--- src/rtl/btn_mode_ctrl.sv ---
`default_nettype none
// ============================================================================
//  Module      : btn_mode_ctrl
//  Description : Button-driven capture-mode scheduler for the OV7670 pipeline.
//                Debounces three raw buttons, sequences frame-buffer writes
//                (live / freeze / snapshot) on frame boundaries, and hands
//                sensor reconfiguration requests to the SCCB configurator
//                through a cfg_req/cfg_ack handshake.
//  Ports       : clk, rst (sync, active-high)
//                btn_freeze, btn_snap, btn_cfg : raw async buttons
//                frame_start : 1-cycle pulse at start of each sensor frame
//                cfg_ack     : configurator done (level)
//                cfg_req     : request configurator to load cfg_preset
//                cfg_preset  : preset index, stable while cfg_req=1
//                wr_en       : frame-buffer write enable
//                mode        : current state code
//                cfg_err     : sticky, last config request timed out
//  Options     : LONG_PRESS_EN - cfg fires on release (short press) or after
//                LONG_CYCLES of hold (long press, preset reset to 0).
//  Revision    : 1.0 - initial release
// ============================================================================
module btn_mode_ctrl #(
    parameter int DEB_CYCLES  = 1_000_000,
    parameter int NUM_PRESETS = 4,
    parameter int CFG_TIMEOUT = 2_000_000,
    parameter int LONG_CYCLES = 100_000_000,
    localparam int PW = (NUM_PRESETS > 1) ? $clog2(NUM_PRESETS) : 1
) (
    input  logic          clk,
    input  logic          rst,
    input  logic          btn_freeze,
    input  logic          btn_snap,
    input  logic          btn_cfg,
    input  logic          frame_start,
    input  logic          cfg_ack,
    output logic          cfg_req,
    output logic [PW-1:0] cfg_preset,
    output logic          wr_en,
    output logic [2:0]    mode,
    output logic          cfg_err
);

    localparam int c_DEB_W = $clog2(DEB_CYCLES + 1);
    localparam int c_TO_W  = $clog2(CFG_TIMEOUT + 1);

    localparam logic [c_DEB_W-1:0] c_DEB_LAST    = c_DEB_W'(DEB_CYCLES - 1);
    localparam logic [c_TO_W-1:0]  c_TO_LAST     = c_TO_W'(CFG_TIMEOUT - 1);
    localparam logic [PW-1:0]      c_PRESET_LAST = PW'(NUM_PRESETS - 1);

    localparam logic [2:0] c_S_RESYNC    = 3'd0;
    localparam logic [2:0] c_S_LIVE      = 3'd1;
    localparam logic [2:0] c_S_FRZ_PEND  = 3'd2;
    localparam logic [2:0] c_S_FROZEN    = 3'd3;
    localparam logic [2:0] c_S_SNAP_WAIT = 3'd4;
    localparam logic [2:0] c_S_SNAP_CAP  = 3'd5;
    localparam logic [2:0] c_S_CFG_WAIT  = 3'd6;

    // Bit order: 0 = freeze, 1 = snap, 2 = cfg
    logic [2:0] w_btnRaw;
    logic [2:0] w_acc;
    logic [2:0] r_accD;
    logic [2:0] w_rise;

    assign w_btnRaw = {btn_cfg, btn_snap, btn_freeze};

    // ------------------------------------------------------------------
    // Synchroniser + counter debounce per button. The counter only runs
    // while the synchronised level disagrees with the accepted level, so
    // any bounce back to the accepted level restarts the qualification.
    // ------------------------------------------------------------------
    generate
        for (genvar gi = 0; gi < 3; gi++) begin : g_deb
            logic               r_s1;
            logic               r_s2;
            logic               r_accLvl;
            logic [c_DEB_W-1:0] r_cnt;

            always_ff @(posedge clk) begin
                if (rst) begin
                    r_s1     <= 1'b0;
                    r_s2     <= 1'b0;
                    r_accLvl <= 1'b0;
                    r_cnt    <= '0;
                end else begin
                    r_s1 <= w_btnRaw[gi];
                    r_s2 <= r_s1;
                    if (r_s2 == r_accLvl) begin
                        r_cnt <= '0;
                    end else if (r_cnt == c_DEB_LAST) begin
                        r_accLvl <= r_s2;
                        r_cnt    <= '0;
                    end else begin
                        r_cnt <= r_cnt + 1'b1;
                    end
                end
            end

            assign w_acc[gi] = r_accLvl;
        end
    endgenerate

    always_ff @(posedge clk) begin
        if (rst) begin
            r_accD <= 3'b000;
        end else begin
            r_accD <= w_acc;
        end
    end

    assign w_rise = w_acc & ~r_accD;

    // ------------------------------------------------------------------
    // cfg action generation
    // ------------------------------------------------------------------
    logic w_cfgAct;
    logic w_cfgToZero;

`ifdef LONG_PRESS_EN
    localparam int c_LONG_W = $clog2(LONG_CYCLES + 1);
    localparam logic [c_LONG_W-1:0] c_LONG_LAST = c_LONG_W'(LONG_CYCLES - 1);

    logic [c_LONG_W-1:0] r_holdCnt;
    logic                r_longDone;
    logic                w_cfgFall;
    logic                w_longFire;

    assign w_cfgFall  = ~w_acc[2] & r_accD[2];
    assign w_longFire = w_acc[2] & ~w_rise[2] & ~r_longDone & (r_holdCnt == c_LONG_LAST);

    // Hold timer restarts on every accepted press; once the long action
    // has fired, r_longDone suppresses the action on the following release.
    always_ff @(posedge clk) begin
        if (rst) begin
            r_holdCnt  <= '0;
            r_longDone <= 1'b0;
        end else if (w_rise[2]) begin
            r_holdCnt  <= '0;
            r_longDone <= 1'b0;
        end else if (w_longFire) begin
            r_longDone <= 1'b1;
        end else if (w_acc[2] && !r_longDone) begin
            r_holdCnt <= r_holdCnt + 1'b1;
        end
    end

    assign w_cfgAct    = w_longFire | (w_cfgFall & ~r_longDone);
    assign w_cfgToZero = w_longFire;
`else
    assign w_cfgAct    = w_rise[2];
    assign w_cfgToZero = 1'b0;
`endif

    // Same-cycle priority: cfg > snap > freeze, losers are dropped.
    logic w_evtSnap;
    logic w_evtFrz;

    assign w_evtSnap = w_rise[1] & ~w_cfgAct;
    assign w_evtFrz  = w_rise[0] & ~w_rise[1] & ~w_cfgAct;

    // ------------------------------------------------------------------
    // Mode state machine
    // ------------------------------------------------------------------
    logic [2:0]        r_state;
    logic [c_TO_W-1:0] r_toCnt;

    logic [2:0]        w_nextState;
    logic [c_TO_W-1:0] w_nextToCnt;
    logic [PW-1:0]     w_nextPreset;
    logic              w_nextReq;
    logic              w_nextErr;
    logic              w_nextWrEn;

    always_comb begin
        w_nextState  = r_state;
        w_nextToCnt  = r_toCnt;
        w_nextPreset = cfg_preset;
        w_nextReq    = cfg_req;
        w_nextErr    = cfg_err;

        if (r_state == c_S_CFG_WAIT) begin
            // Ack is checked first so an ack on the timeout cycle wins.
            if (cfg_ack) begin
                w_nextState = c_S_RESYNC;
                w_nextReq   = 1'b0;
                w_nextErr   = 1'b0;
            end else if (r_toCnt == c_TO_LAST) begin
                w_nextState = c_S_RESYNC;
                w_nextReq   = 1'b0;
                w_nextErr   = 1'b1;
            end else begin
                w_nextToCnt = r_toCnt + 1'b1;
            end
        end else if (w_cfgAct) begin
            if (w_cfgToZero || (cfg_preset == c_PRESET_LAST)) begin
                w_nextPreset = '0;
            end else begin
                w_nextPreset = cfg_preset + 1'b1;
            end
            w_nextReq   = 1'b1;
            w_nextToCnt = '0;
            w_nextState = c_S_CFG_WAIT;
        end else begin
            // An event ignored by the current state lets frame_start act.
            case (r_state)
                c_S_RESYNC: begin
                    if (frame_start) w_nextState = c_S_LIVE;
                end
                c_S_LIVE: begin
                    if (w_evtSnap)     w_nextState = c_S_SNAP_WAIT;
                    else if (w_evtFrz) w_nextState = c_S_FRZ_PEND;
                end
                c_S_FRZ_PEND: begin
                    if (w_evtFrz)         w_nextState = c_S_LIVE;
                    else if (frame_start) w_nextState = c_S_FROZEN;
                end
                c_S_FROZEN: begin
                    if (w_evtSnap)     w_nextState = c_S_SNAP_WAIT;
                    else if (w_evtFrz) w_nextState = c_S_RESYNC;
                end
                c_S_SNAP_WAIT: begin
                    if (frame_start) w_nextState = c_S_SNAP_CAP;
                end
                c_S_SNAP_CAP: begin
                    if (frame_start) w_nextState = c_S_FROZEN;
                end
                default: w_nextState = c_S_RESYNC;
            endcase
        end

        case (w_nextState)
            c_S_LIVE, c_S_FRZ_PEND, c_S_SNAP_CAP: w_nextWrEn = 1'b1;
            default:                              w_nextWrEn = 1'b0;
        endcase
    end

    always_ff @(posedge clk) begin
        if (rst) begin
            r_state    <= c_S_RESYNC;
            r_toCnt    <= '0;
            cfg_preset <= '0;
            cfg_req    <= 1'b0;
            cfg_err    <= 1'b0;
            wr_en      <= 1'b0;
        end else begin
            r_state    <= w_nextState;
            r_toCnt    <= w_nextToCnt;
            cfg_preset <= w_nextPreset;
            cfg_req    <= w_nextReq;
            cfg_err    <= w_nextErr;
            wr_en      <= w_nextWrEn;
        end
    end

    assign mode = r_state;

endmodule
`default_nettype wire
--- config.mk ---
export PLATFORM = sky130hd
export DESIGN_NAME = btn_mode_ctrl
export DESIGN_NICKNAME = d
export VERILOG_FILES = /design/src/rtl/btn_mode_ctrl.sv
export SDC_FILE = /design/constraint.sdc
export NUM_CORES = 1
export LEC_CHECK = 0
export CAP_MARGIN = 5
export CORE_MARGIN = 3
export CORE_UTILIZATION = 61
export CTS_CLUSTER_DIAMETER = 120
export DETAILED_ROUTE_END_ITERATION = 8
export GPL_ROUTABILITY_DRIVEN = 0
export HOLD_SLACK_MARGIN = 0.08
export PLACE_DENSITY_LB_ADDON = 0.25
export SLEW_MARGIN = 40
export SYNTH_ARGS = -nofsm -noshare
export SYNTH_HDL_FRONTEND = slang
export SYNTH_SLANG_ARGS = --single-unit
export TNS_END_PERCENT = 20
--- constraint.sdc ---
create_clock -name clk -period 2.7 [get_ports clk]
set_clock_uncertainty 0.2 [all_clocks]
set_input_delay 0.54 -clock clk [delete_from_list [all_inputs] [get_ports clk]]
set_output_delay 0.54 -clock clk [all_outputs]
set_load 0.1 [all_outputs]
run_1/met1.png
Cells faint in the background.
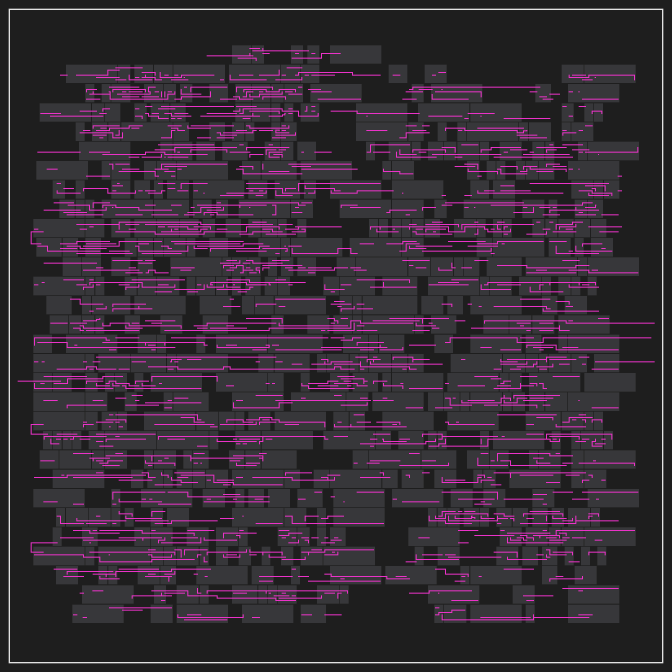
- main direction: horizontal
- share of all routed wire: 47%

run_1/met2.png
Scale bar: 20 um.
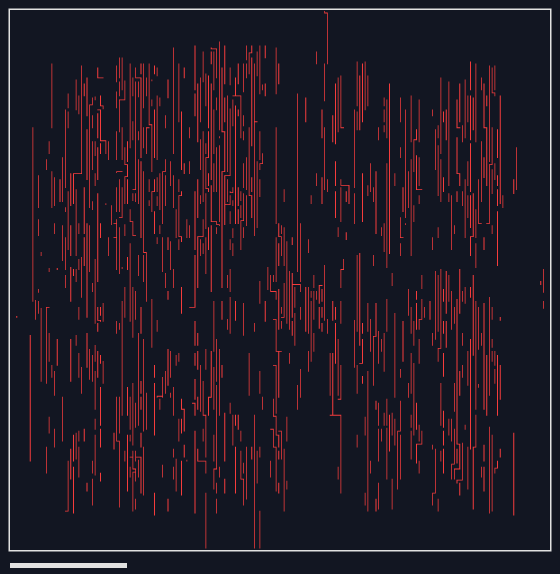
- longest straight run: 30.3 um
- main direction: vertical
- share of all routed wire: 47%
- wire length on this layer: 3900 um
- nets with wire on the layer: 448

run_1/met3.png
Scale bar: 20 um.
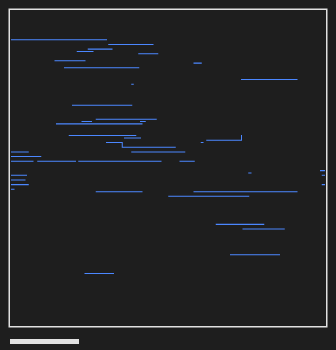
- share of all routed wire: 5.2%
- wire length on this layer: 433 um
- main direction: horizontal
- nets with wire on the layer: 31
routed via count: 3559
final WL: 8349 um
met3 usage: 4.594%

==> results_slide.txt, run 1 <==
Run Summary

Setup path
  • Crit path DAT: 2.50 ns
  • Crit Path Max Fanout: 25

Power
  • Share of power burned in registers: 62.1%
  • Clk network pwr share: 35.0%
  • Comb pwr: 0.0000687 W
  • Sw power: 0.0005197 W

Logic synthesis
  • Cell Area, Synth: 4508 um2
  • Synthesized-area fraction occupied by adder cells: 1.388%
  • Main synth FF type: dfxtp_1
  • YS chip area: 4508 um2
  • Synth Register Bits: 101
  • Synth logic family: simple AND/OR/NAND/NOR gates
  • FFs w/ async S/R, synth: 0%
  • Largest cells by area after synthesis: dfxtp_1, nor2_1, xor2_1, xnor2_1, nand3_1
  • Synth cell types: 47
  • Most common cell in the netlist: dfxtp_1
  • Synthesis warning total: 0

Drt
  • Drt drc: 0
  • DRT iter0 DRCs: 161
  • Via/cell ratio: 5.694
  • Top sig layer: met4
  • WL met1: 3897 um
  • Avg WL per Cell: 13.36 um

Final timing
  • RSZ-0062 raised after global routing: false
  • Number of setup violations in the final report: 0
  • Achievable Freq: 412.9 MHz

Global route
  • GRT busiest layer: met2
  • Initial antenna violation count: 0
  • Met2 global-route usage: 35.10%
  • Vias in the first global route: 3406

Min path
  • Worst Hold Depth: 1
  • Worst Hold Path EP: g_deb[1].r_s2

Status
  • Status: complete, no violations

Clock tree
  • Clock Root Buffer: clkbuf_8
  • Clk sinks: 101
  • Number of buffers created by CTS: 9

Run
  • Tool Warnings: 26
  • Max-cap violations: 0

Placement
  • HPWL after DPL: 5855 um

Floorplanning
  • Core area: 6982 um2
==> run 1: kinds of logic after synthesis <==
| group | Yosys count |
|---|---|
| xor+xnor | 57 |
| fa+ha+maj | 5 |
| simple gates | 268 |
| compound gates | 50 |
| mux | 7 |
| flops | 101 |
| buf+inv | 26 |
==> run 1: state kept, by name, indices dropped and copies added, names as in the netlist, 2 cells and up <==
| signal | flops |
|---|---|
| g_deb.r_s1 | 3 |
| cfg_preset | 2 |
| g_deb.r_cnt | 60 |
| g_deb.r_s2 | 3 |
| r_toCnt | 21 |
| g_deb.r_accLvl | 3 |
| r_accD | 3 |
| mode | 3 |
==> run 1: metrics by stage <==
stage	area [um2]	util (%)	worst slack [ns]	hold slack, ns	instances
floorplan	4512	-	0.2419	0.2138	514
global placement	4726	67.69	0.1061	0.2216	611
detailed placement	4726	67.69	0.03399	0.2362	611
CTS	4892	70.07	0.2950	0.2548	625
global route	4892	70.07	0.07001	0.2634	625
finish	4892	70.07	0.2784	0.2543	625
==> run 1: final cells by class <==
cell class	instances	area (um2)	area share, %
clock buffers	13	158.9	3.248
clock inverters	1	7.507	0.1535
inverters	7	26.28	0.5371
multi-input cells	387	2376	48.57
flip-flops and latches	101	2026	41.41
well taps	96	120.1	2.455
repair buffers	20	177.7	3.632
==> run 1: how the worst max path moves through the flow <==
stage,start,to,slack [ns],cells after the start
3_3_place_gp,cfg_ack,r_toCnt[19],0.11,5
6_report,r_toCnt[9],r_toCnt[2],0.28,6
2_1_floorplan,mode[0],r_toCnt[19],0.24,6
3_5_place_dp,cfg_ack,r_toCnt[11],0.03,5
4_1_cts,r_toCnt[0],r_toCnt[2],0.29,7
5_1_grt,r_toCnt[13],r_toCnt[2],0.07,6
--- run 2 (diff from run 1) ---
--- a/config.mk
+++ b/config.mk
@@ -7,7 +7,7 @@
 export LEC_CHECK = 0
 export CAP_MARGIN = 5
 export CORE_MARGIN = 3
-export CORE_UTILIZATION = 61
+export CORE_UTILIZATION = 60
 export CTS_CLUSTER_DIAMETER = 120
 export DETAILED_ROUTE_END_ITERATION = 8
 export GPL_ROUTABILITY_DRIVEN = 0
run_2/met3.png
Scale bar: 20 um.
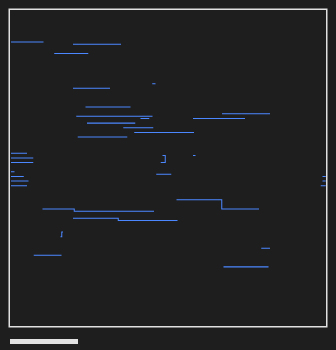
- longest straight run: 23.2 um
- share of all routed wire: 3.8%
- nets with wire on the layer: 27
- main direction: horizontal
met3 usage: 6.255%
routed via count: 3612
final WL: 8419 um

==> run 2 against run 1 <==
- sequential share of layout area shrank 0.68 points
- hold slack got worse by 0.0091 ns
- global-route usage increased by 0.28 points
==> results_slide.txt, run 2 <==
Run Summary

Logic synthesis
  • Largest cells by area after synthesis: dfxtp_1, nor2_1, xor2_1, xnor2_1, nand3_1
  • YS chip area: 4508 um2
  • Synthesis warning total: 0
  • FFs w/ async S/R, synth: 0%
  • Gate Count Post-Synth: 514
  • Main synth FF type: dfxtp_1
  • Cell Area, Synth: 4508 um2
  • Most common cell in the netlist: dfxtp_1
  • Area leader, netlist: dfxtp_1
  • Synth cell types: 47

Final timing
  • Final hold viol count: 0
  • Least-Margin Pin Slew: 0.6811 ns
  • Number of setup violations in the final report: 0
  • Achievable Freq: 407.2 MHz
  • Worst hold margin: 0.2452 ns
  • RSZ-0062 raised after global routing: false

Global route
  • Total GRT Usage: 20.94%
  • Met2 global-route usage: 35.23%
  • Vias in the first global route: 3404
  • Total congestion overflow: 0
  • Initial antenna violation count: 0
  • GRT busiest layer: met2

Layout
  • Fin area: 4974 um2
  • Max reg flops: 60
  • Most flops, register: g_deb.r_cnt
  • Comb. cell area: 2376 um2
  • Area grow syn2layout: 10.32%
  • Most frequent cells in the layout: dfxtp_1, nor2_1, nand3_1, nand2_1, xor2_1
  • Register Area: 2026 um2
  • Top Registers: g_deb.r_cnt (60), r_toCnt (21)

Placement
  • HPWL after DPL: 5839 um
  • Placed Instance Area: 4741 um2

Run
  • Tool Warnings: 26
  • Max-cap violations: 0

Drt
  • DRT iter0 DRCs: 137
  • Avg WL per Cell: 13.38 um
  • Drt drc: 0
  • Via/cell ratio: 5.742

Floorplanning
  • Core area: 7019 um2
  • Cell Rows: 30

Clock tree
  • Clock Root Buffer: clkbuf_8
  • Clk sinks: 101
  • Hold_buf cts: 0

Setup path
  • Crit path DAT: 2.54 ns
  • Critical path startpoint category: flip-flop
  • Crit Path Max Fanout: 24
  • CP endpoint kind: flip-flop
  • CP required: 2.78 ns

Min path
  • Hold/Removal Path Class: flip-flop to flip-flop

Status
  • Status: complete, no violations
run_2/final_clocks.png
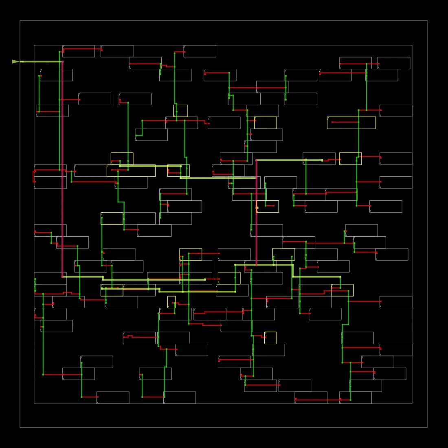
number of buffers created by CTS: 9
flip-flops: 101
Latency at later pin: 0.36 ns
CLK BUF: 11
clock-net power: 0.00108 W

## run 2: final timing paths
check,from,endpoint,slack [ns],depth (start not counted)
setup / recovery,r_toCnt[13],r_toCnt[3],0.24,6
hold / removal,g_deb[0].r_s1,g_deb[0].r_s2,0.25,1
setup reg to reg,r_toCnt[13],r_toCnt[3],0.24,6
hold reg to reg,g_deb[0].r_s1,g_deb[0].r_s2,0.25,1
## run 2: power by group
| part | switching [W] | internal [W] |
|---|---|---|
| registers | 0.00000667 | 0.00150 |
| logic | 0.0000438 | 0.0000254 |
| clock network | 0.000502 | 0.000575 |
## run 2: final cells by class
type	instances	area share, %
Inverter	7	0.5283
Sequential cell	101	40.73
Clock buffer	11	3.044
Timing Repair Buffer	22	3.874
Tap cell	96	2.415
Clock inverter	5	1.635
Multi-Input combinational cell	387	47.77
## run 2: logic make-up (layout without fill, tap and decap cells)
kind of cell,after synthesis,in the layout,share of synthesized area (%)
fa+ha+maj,5,5,1.388
flops,101,101,44.85
xor+xnor,57,57,11.07
buf+inv,26,45,2.443
simple gates,268,268,31.25
mux,7,7,1.665
compound gates,50,50,7.328
## run 2: worst max-delay path, stage by stage, from the launching register on
cell and delay (ns):
dfxtp_1 0.38, nor4b_1 0.49, and3_1 0.27, a21o_1 0.57
buf_4 0.24, o21ai_0 0.09, a21oi_1 0.14
## run 2: per-stage QoR
step	utilization [%]	power [W]	setup slack [ns]	cells
after CTS	70.86	0.002674	0.2754	629
after floorplan	-	0.001580	0.2419	514
after detailed placement	67.54	0.001607	0.03347	613
after global routing	70.86	0.002741	0.04671	629
final	70.86	0.002649	0.2441	629
after global placement	67.54	0.001605	0.1173	613
## run 2: per-layer routing
layer  wire, um  vias to the layer above
met1       4093                     1716
met4         85                        0
met5          0                        -
met3        320                        8
met2       3920                       55
li1           -                     1833
No activity file was given, so power comes from the tool's default toggle rates.
